<file path="config.mk">
export PLATFORM = sky130hd
export DESIGN_NAME = mipi_packet_extractor
export DESIGN_NICKNAME = d
export VERILOG_FILES = /design/src/rtl/mipi_pkg.sv /design/src/rtl/mipi_byte_packer.sv /design/src/rtl/mipi_packet_extractor.sv
export SDC_FILE = /design/constraint.sdc
export NUM_CORES = 1
export LEC_CHECK = 0
export CORE_MARGIN = 2
export CORE_UTILIZATION = 54
export DETAILED_ROUTE_END_ITERATION = 16
export GPL_ROUTABILITY_DRIVEN = 0
export PLACE_DENSITY = 0.86
export SYNTH_ARGS = -nofsm -noshare
export SYNTH_HDL_FRONTEND = slang
export SYNTH_SLANG_ARGS = --single-unit
</file>
<file path="constraint.sdc">
create_clock -name clk -period 4.2 [get_ports clk]
set_input_delay 0.84 -clock clk [delete_from_list [all_inputs] [get_ports clk]]
set_output_delay 0.84 -clock clk [all_outputs]
set_load 0.1 [all_outputs]
</file>
<file path="src/rtl/mipi_pkg.sv">
// Shared CSI-2 definitions: data-type codes, parser states and header field helpers.
package mipi_pkg;

   localparam logic [5:0] DT_FS        = 6'h00;
   localparam logic [5:0] DT_FE        = 6'h01;
   localparam logic [5:0] DT_LS        = 6'h02;
   localparam logic [5:0] DT_LE        = 6'h03;
   localparam logic [5:0] DT_EMBED     = 6'h12;
   localparam logic [5:0] DT_RAW8      = 6'h2A;
   localparam logic [5:0] DT_RAW10     = 6'h2B;
   localparam logic [5:0] DT_LONG_MIN  = 6'h10;

   localparam int HDR_BYTES = 4;
   localparam int CRC_BYTES = 2;

   typedef enum logic [1:0] {
      ST_HDR     = 2'd0,
      ST_PAYLOAD = 2'd1,
      ST_SKIP    = 2'd2,
      ST_CRC     = 2'd3
   } parse_state_t;

   function automatic logic [5:0] di_dt(input logic [7:0] di);
      return di[5:0];
   endfunction

   function automatic logic [1:0] di_vc(input logic [7:0] di);
      return di[7:6];
   endfunction

   function automatic logic is_short_dt(input logic [5:0] dt);
      return dt < DT_LONG_MIN;
   endfunction

endpackage

</file>
<file path="src/rtl/mipi_byte_packer.sv">
// Packs accepted payload bytes into OUT_BYTES-wide words behind a single
// stall-holding output register; first byte of a word lands in [7:0].
module mipi_byte_packer #(
   parameter int OUT_BYTES = 2
) (
   input  logic                   clk,
   input  logic                   resetn,
   input  logic [7:0]             in_data,
   input  logic                   in_valid,
   input  logic                   in_user,
   input  logic                   in_last,
   output logic                   in_ready,
   output logic                   word_load,
   output logic [8*OUT_BYTES-1:0] m_tdata,
   output logic                   m_tvalid,
   input  logic                   m_tready,
   output logic                   m_tuser,
   output logic                   m_tlast
);

   localparam int CNT_W = (OUT_BYTES > 1) ? $clog2(OUT_BYTES) : 1;
   localparam logic [CNT_W-1:0] CNT_LAST = CNT_W'(OUT_BYTES - 1);

   logic [CNT_W-1:0]       pack_cnt_reg;
   logic [8*OUT_BYTES-1:0] word_next;
   logic [8*OUT_BYTES-1:0] tdata_reg;
   logic                   tvalid_reg;
   logic                   tuser_reg;
   logic                   tlast_reg;
   logic                   in_fire;

   assign in_ready  = !tvalid_reg || m_tready;
   assign in_fire   = in_valid && in_ready;
   assign word_load = in_fire && (pack_cnt_reg == CNT_LAST);

   // The completing byte bypasses its lane so the word loads on the same edge.
   genvar gi;
   generate
      for (gi = 0; gi < OUT_BYTES; gi++) begin : g_lane
         logic [7:0] lane_reg;

         assign word_next[8*gi +: 8] = (pack_cnt_reg == CNT_W'(gi)) ? in_data : lane_reg;

         always_ff @(posedge clk or negedge resetn) begin
            if (!resetn) begin
               lane_reg <= '0;
            end else if (in_fire && (pack_cnt_reg == CNT_W'(gi))) begin
               lane_reg <= in_data;
            end
         end
      end
   endgenerate

   always_ff @(posedge clk or negedge resetn) begin
      if (!resetn) begin
         pack_cnt_reg <= '0;
         tdata_reg    <= '0;
         tvalid_reg   <= 1'b0;
         tuser_reg    <= 1'b0;
         tlast_reg    <= 1'b0;
      end else begin
         if (in_fire) begin
            pack_cnt_reg <= (pack_cnt_reg == CNT_LAST) ? '0 : pack_cnt_reg + CNT_W'(1);
         end
         if (word_load) begin
            tdata_reg  <= word_next;
            tvalid_reg <= 1'b1;
            tuser_reg  <= in_user;
            tlast_reg  <= in_last;
         end else if (m_tready) begin
            tvalid_reg <= 1'b0;
            tuser_reg  <= 1'b0;
            tlast_reg  <= 1'b0;
         end
      end
   end

   assign m_tdata  = tdata_reg;
   assign m_tvalid = tvalid_reg;
   assign m_tuser  = tuser_reg;
   assign m_tlast  = tlast_reg;

endmodule

</file>
<file path="src/rtl/mipi_packet_extractor.sv">
// CSI-2 packet parser: decodes headers, filters VC/DT, forwards pixel lines
// to the packer and flags frame sequencing, line-length and line-count errors.
module mipi_packet_extractor
   import mipi_pkg::*;
#(
   parameter int          OUT_BYTES = 2,
   parameter int          COL_NUM   = 1280,
   parameter int          ROW_NUM   = 800,
   parameter logic [1:0]  VC        = 2'd0,
   parameter logic [5:0]  PIXEL_DT  = DT_RAW8
) (
   input  logic                   clk,
   input  logic                   resetn,
   input  logic [7:0]             s_data,
   input  logic                   s_valid,
   output logic                   s_ready,
   output logic [8*OUT_BYTES-1:0] m_tdata,
   output logic                   m_tvalid,
   input  logic                   m_tready,
   output logic                   m_tuser,
   output logic                   m_tlast,
   output logic                   frame_start,
   output logic                   frame_done,
   output logic                   err_wc,
   output logic                   err_lines,
   output logic                   err_seq,
   output logic [15:0]            frame_count
);

   localparam int LINE_W = $clog2(ROW_NUM + 1);
   localparam logic [LINE_W-1:0] LINE_MAX = LINE_W'(ROW_NUM);
   localparam logic [15:0]       WC_LINE  = 16'(COL_NUM);
   localparam logic [15:0]       CRC_LEN  = 16'(CRC_BYTES);
   localparam logic [1:0]        HDR_LAST = 2'(HDR_BYTES - 1);

   parse_state_t      state_reg;
   logic [1:0]        hdr_cnt_reg;
   logic [7:0]        di_reg;
   logic [7:0]        wc_lo_reg;
   logic [7:0]        wc_hi_reg;
   logic [15:0]       byte_cnt_reg;
   logic [LINE_W-1:0] line_cnt_reg;
   logic              in_frame_reg;
   logic              tuser_arm_reg;
   logic [15:0]       frame_count_reg;
   logic              frame_start_reg;
   logic              frame_done_reg;
   logic              err_wc_reg;
   logic              err_lines_reg;
   logic              err_seq_reg;

   logic        pack_ready;
   logic        word_load;
   logic        s_fire;
   logic        pix_fire;
   logic        last_byte;
   logic [15:0] hdr_wc;
   logic [5:0]  hdr_dt;
   logic [1:0]  hdr_vc;
   logic        hdr_ours;

   assign s_ready   = (state_reg == ST_PAYLOAD) ? pack_ready : 1'b1;
   assign s_fire    = s_valid && s_ready;
   assign pix_fire  = s_fire && (state_reg == ST_PAYLOAD);
   assign last_byte = (byte_cnt_reg == 16'd1);
   assign hdr_wc    = {wc_hi_reg, wc_lo_reg};
   assign hdr_dt    = di_dt(di_reg);
   assign hdr_vc    = di_vc(di_reg);
   assign hdr_ours  = (hdr_vc == VC);

   always_ff @(posedge clk or negedge resetn) begin
      if (!resetn) begin
         state_reg       <= ST_HDR;
         hdr_cnt_reg     <= '0;
         di_reg          <= '0;
         wc_lo_reg       <= '0;
         wc_hi_reg       <= '0;
         byte_cnt_reg    <= '0;
         line_cnt_reg    <= '0;
         in_frame_reg    <= 1'b0;
         tuser_arm_reg   <= 1'b0;
         frame_count_reg <= '0;
         frame_start_reg <= 1'b0;
         frame_done_reg  <= 1'b0;
         err_wc_reg      <= 1'b0;
         err_lines_reg   <= 1'b0;
         err_seq_reg     <= 1'b0;
      end else begin
         frame_start_reg <= 1'b0;
         frame_done_reg  <= 1'b0;
         err_wc_reg      <= 1'b0;
         err_lines_reg   <= 1'b0;
         err_seq_reg     <= 1'b0;

         if (word_load) begin
            tuser_arm_reg <= 1'b0;
         end

         case (state_reg)
            ST_HDR: begin
               if (s_fire) begin
                  hdr_cnt_reg <= hdr_cnt_reg + 2'd1;
                  if (hdr_cnt_reg == 2'd0) di_reg    <= s_data;
                  if (hdr_cnt_reg == 2'd1) wc_lo_reg <= s_data;
                  if (hdr_cnt_reg == 2'd2) wc_hi_reg <= s_data;

                  // The fourth byte is the ECC; decode from the three stored bytes.
                  if (hdr_cnt_reg == HDR_LAST) begin
                     if (is_short_dt(hdr_dt)) begin
                        if (hdr_ours && hdr_dt == DT_FS) begin
                           err_seq_reg     <= in_frame_reg;
                           in_frame_reg    <= 1'b1;
                           line_cnt_reg    <= '0;
                           tuser_arm_reg   <= 1'b1;
                           frame_start_reg <= 1'b1;
                        end else if (hdr_ours && hdr_dt == DT_FE) begin
                           if (in_frame_reg) begin
                              in_frame_reg    <= 1'b0;
                              frame_done_reg  <= 1'b1;
                              frame_count_reg <= frame_count_reg + 16'd1;
                              err_lines_reg   <= (line_cnt_reg != LINE_MAX);
                           end else begin
                              err_seq_reg <= 1'b1;
                           end
                        end
                     end else begin
                        // Long packet: default is to discard it; only a clean pixel line is forwarded.
                        state_reg    <= (hdr_wc == 16'd0) ? ST_CRC : ST_SKIP;
                        byte_cnt_reg <= (hdr_wc == 16'd0) ? CRC_LEN : hdr_wc;
                        if (hdr_ours && hdr_dt == PIXEL_DT) begin
                           if (!in_frame_reg) begin
                              err_seq_reg <= 1'b1;
                           end else if (hdr_wc != WC_LINE) begin
                              err_wc_reg <= 1'b1;
                           end else if (line_cnt_reg == LINE_MAX) begin
                              err_lines_reg <= 1'b1;
                           end else begin
                              state_reg    <= ST_PAYLOAD;
                              line_cnt_reg <= line_cnt_reg + LINE_W'(1);
                           end
                        end
                     end
                  end
               end
            end

            ST_PAYLOAD, ST_SKIP: begin
               if (s_fire) begin
                  if (last_byte) begin
                     state_reg    <= ST_CRC;
                     byte_cnt_reg <= CRC_LEN;
                  end else begin
                     byte_cnt_reg <= byte_cnt_reg - 16'd1;
                  end
               end
            end

            ST_CRC: begin
               if (s_fire) begin
                  if (last_byte) begin
                     state_reg <= ST_HDR;
                  end else begin
                     byte_cnt_reg <= byte_cnt_reg - 16'd1;
                  end
               end
            end

            default: state_reg <= ST_HDR;
         endcase
      end
   end

   mipi_byte_packer #(
      .OUT_BYTES (OUT_BYTES)
   ) u_packer (
      .clk       (clk),
      .resetn    (resetn),
      .in_data   (s_data),
      .in_valid  (pix_fire),
      .in_user   (tuser_arm_reg),
      .in_last   (last_byte),
      .in_ready  (pack_ready),
      .word_load (word_load),
      .m_tdata   (m_tdata),
      .m_tvalid  (m_tvalid),
      .m_tready  (m_tready),
      .m_tuser   (m_tuser),
      .m_tlast   (m_tlast)
   );

   assign frame_start = frame_start_reg;
   assign frame_done  = frame_done_reg;
   assign err_wc      = err_wc_reg;
   assign err_lines   = err_lines_reg;
   assign err_seq     = err_seq_reg;
   assign frame_count = frame_count_reg;

endmodule

</file>
Sequential cells grouped by signal name:
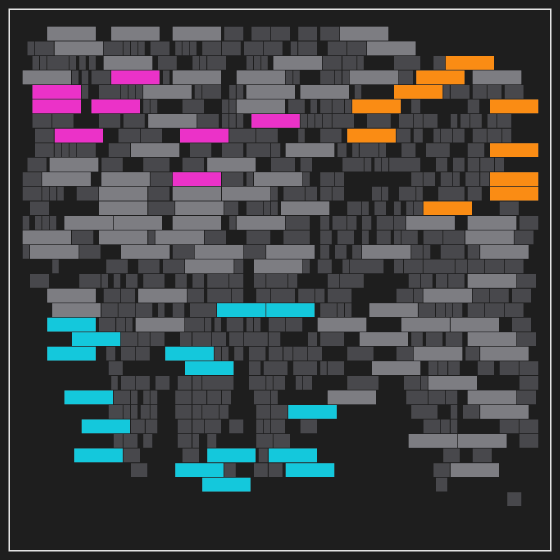
Key: cyan = `byte_cnt_reg` [placed flops 16]; magenta = `u_packer.g_lane.lane_reg` [placed flops 8, where top left]; orange = `line_cnt_reg` [placed flops 10, where top right]
Another 71 sequential cells are not coloured.
Seq. pwr: 1.63 mW
Storage cell area: 2630 um2
sequential cell area share: 44.5%
Final Util: 64.2%

Track usage over the die:
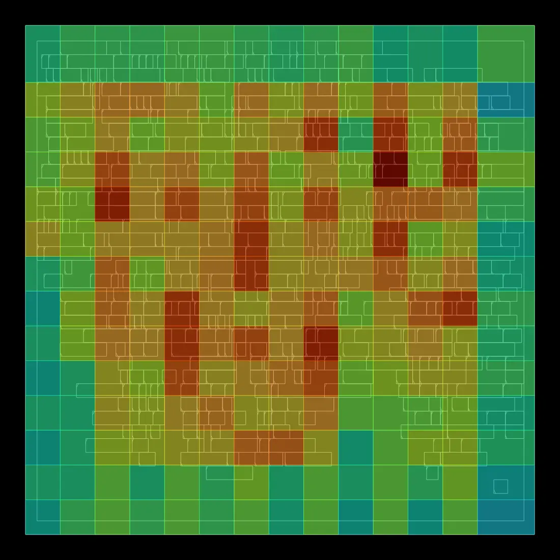
routed len/inst: 17.4 um
global-route met3 utilization: 3.68%

Placed cells, one colour a class:
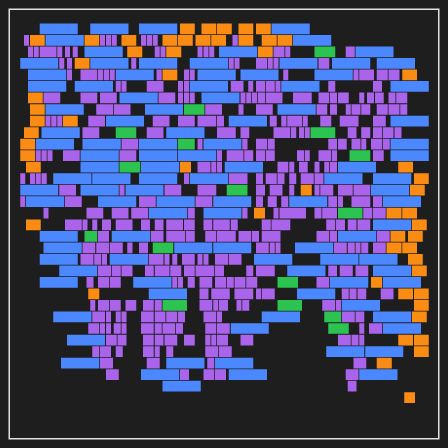
Key: orange = other buffers and delay cells [cells 56, share of their area 9.5%]; green = clock drivers and dummy loads [cells 16, share of their area 3.8%]; blue = flops [cells 105, share of their area 46%]; purple = combinational and other logic [cells 357, share of their area 41%]
fin area: 5910 um2
Core ar.: 9200 um2
row count: 35

Cells by drive strength:
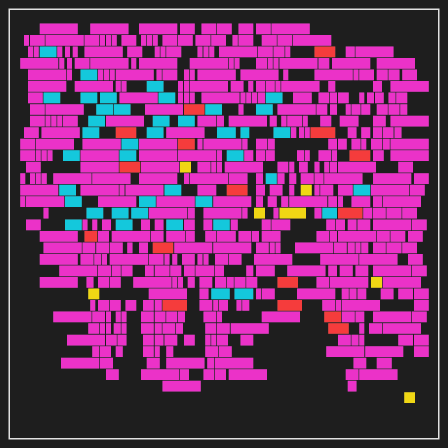
Key: red = _6 and larger [cells 16]; cyan = _2 cells [cells 41]; magenta = _0 and _1 cells [cells 470]; yellow = _3 and _4 cells [cells 7]
min setup slack post-route: 1.18 ns
Non-clock buffers: 56

Cell density map:
The die is cut into 10 by 10 equal tiles; black is low, pale yellow is high, 0 to 100% covered.
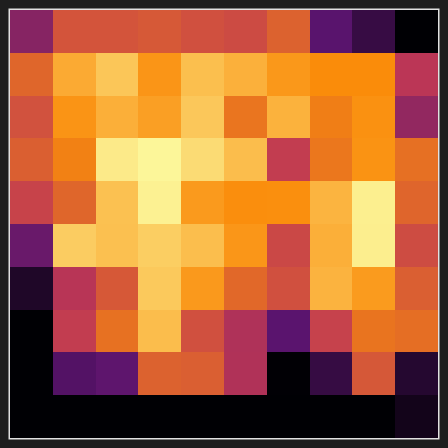
The mean over all tiles is 56%. 13% of the tiles are nearly empty. The emptiest ninth of the die: bottom left.
Initial Util: 55.3%

==> run summary <==
RR Endpoint: frame_count[15]$_DFFE_PN0P_
H-tree depth: 3
Post CTS Setup Buffer Count: 0
TNS Setup: 0 ns
clk_skew: 0.0218 ns
min cycle time layout: 3.02 ns
maximum number of pins on one net before global-route repair: 45
initial antenna violation count: 0
Final Cycle Share: 72.0%
fin cells: 645
status: completed
crit-path max cell delay: 0.78 ns
CTS Hold Bufs: 0
fill count: 677
tool warning count: 33
yosys warns: 0
crit path DRT: 4.48 ns
hold slack final: 0.432 ns
worst-margin pin slew: 1.16 ns
area grow syn2layout: 16.3%
uppermost layer routed: met4
post_cts resized: 0
r2r startpoint: state_reg[1]$_DFFE_PN0P_
post-synth area from yosys stat: 5080 um2
via count: 4013
gr usage total: 23.3%
area leader, netlist: dfrtp_1
Mapped Area: 5080 um2
most frequent logic cell in the layout: dfrtp_1
detail-routed via count per cell: 6.22
CTS tree: yes
Hold Vio Cnt, Final: 0
number of nets in the layout: 553
Clk Tree Root Cell: clkbuf_8
Worst Hold Class: primary input to async pin
Clock Path Buffers: 2
WP depth: 7
metal3 WL: 448 um
global-route wire length before repair: 18800 um
DR pass1 iterations: 5
# diodes: 0
CP startpoint kind: register
Worst Path Arrival: 3.31 ns
CP startpoint: state_reg[1]$_DFFE_PN0P_
yosys cell count: 477
final wirelength: 11200 um
port bufs: 52
crit path capture: frame_count[15]$_DFFE_PN0P_
Crit Path Category: register to register
Dominant cell area share: 51.7%
CTS sink count: 105
cts bufs inserted: 9
remaining antenna violation count after routing: 0
ratio of cells with drive above 1 in the final layout: 12.0%
pwr/cell area: 751 nW/um2
I/O pins: 53
Detailed Place HPWL: 7870 um
internal reg-to-reg setup slack: 1.18 ns
async set or reset register ratio after synthesis: 100%
Post-Syn Nets: 501
M1 WL: 4940 um
Max Cap Viol: 0
highest clock rate: 331 MHz
delay-heaviest family, CP: simple AND/OR/NAND/NOR gates
## report_power, final
group	switching, mW	internal (mW)
combinational	1.42	0.713
clock	0.416	0.252
sequential	0.295	1.33
total	2.14	2.30
## layout make-up
class                      count  area, um2  area share [%]
inverter                      13       48.8           0.826
multi-input combinational    344       2330            39.4
timing repair buffer          56        546            9.24
sequential                   105       2630            44.5
clock inverter                 7       96.3            1.63
tap                          111        139            2.35
clock buffer                   9        124            2.10
## metal layers
layer / vias up / track usage, %
met4: 0 / 9.46
met1: 2016 / 32.5
met3: 16 / 3.68
met2: 118 / 36.7
li1: 1863 / -
met5: - / 0
## logic make-up (layout without fill, tap and decap cells)
kind of cell | after synthesis | after routing | share of synthesized area, %
XOR/XNOR | 17 | 17 | 2.93
buffers and inverters | 28 | 85 | 2.51
flip-flops | 105 | 105 | 51.7
AND/OR/NAND/NOR | 201 | 201 | 20.2
multiplexers | 38 | 38 | 8.32
AND-OR/OR-AND | 76 | 76 | 11.4
adder cells (fa/ha/maj) | 12 | 12 | 2.95
## synthesized netlist by cell type (all sizes together) (3+ instances only)
master,number
buf,8
o2bb2ai,15
nand3,13
o21ai,4
o31ai,6
a22oi,9
nand2b,6
and4,3
nor3,19
nor2,25
nor4,10
dfrtp,105
ha,12
or4,7
xnor2,15
inv,13
mux2i,4
o211ai,14
nand2,77
and3,7
nand4,17
mux2,34
nand3b,5
a32oi,8
clkbuf,7
a21oi,10
## metrics by stage
step | area [um2] | setup slack [ns] | utilization, %
global placement | 5690 | 1.22 | 61.8
finish | 5910 | 1.18 | 64.2
floorplan | 5080 | 1.19 | -
CTS | 5910 | 1.23 | 64.2
global route | 5910 | 1.00 | 64.2
detailed placement | 5690 | 1.17 | 61.8
Power and IR drop assume default switching activity.
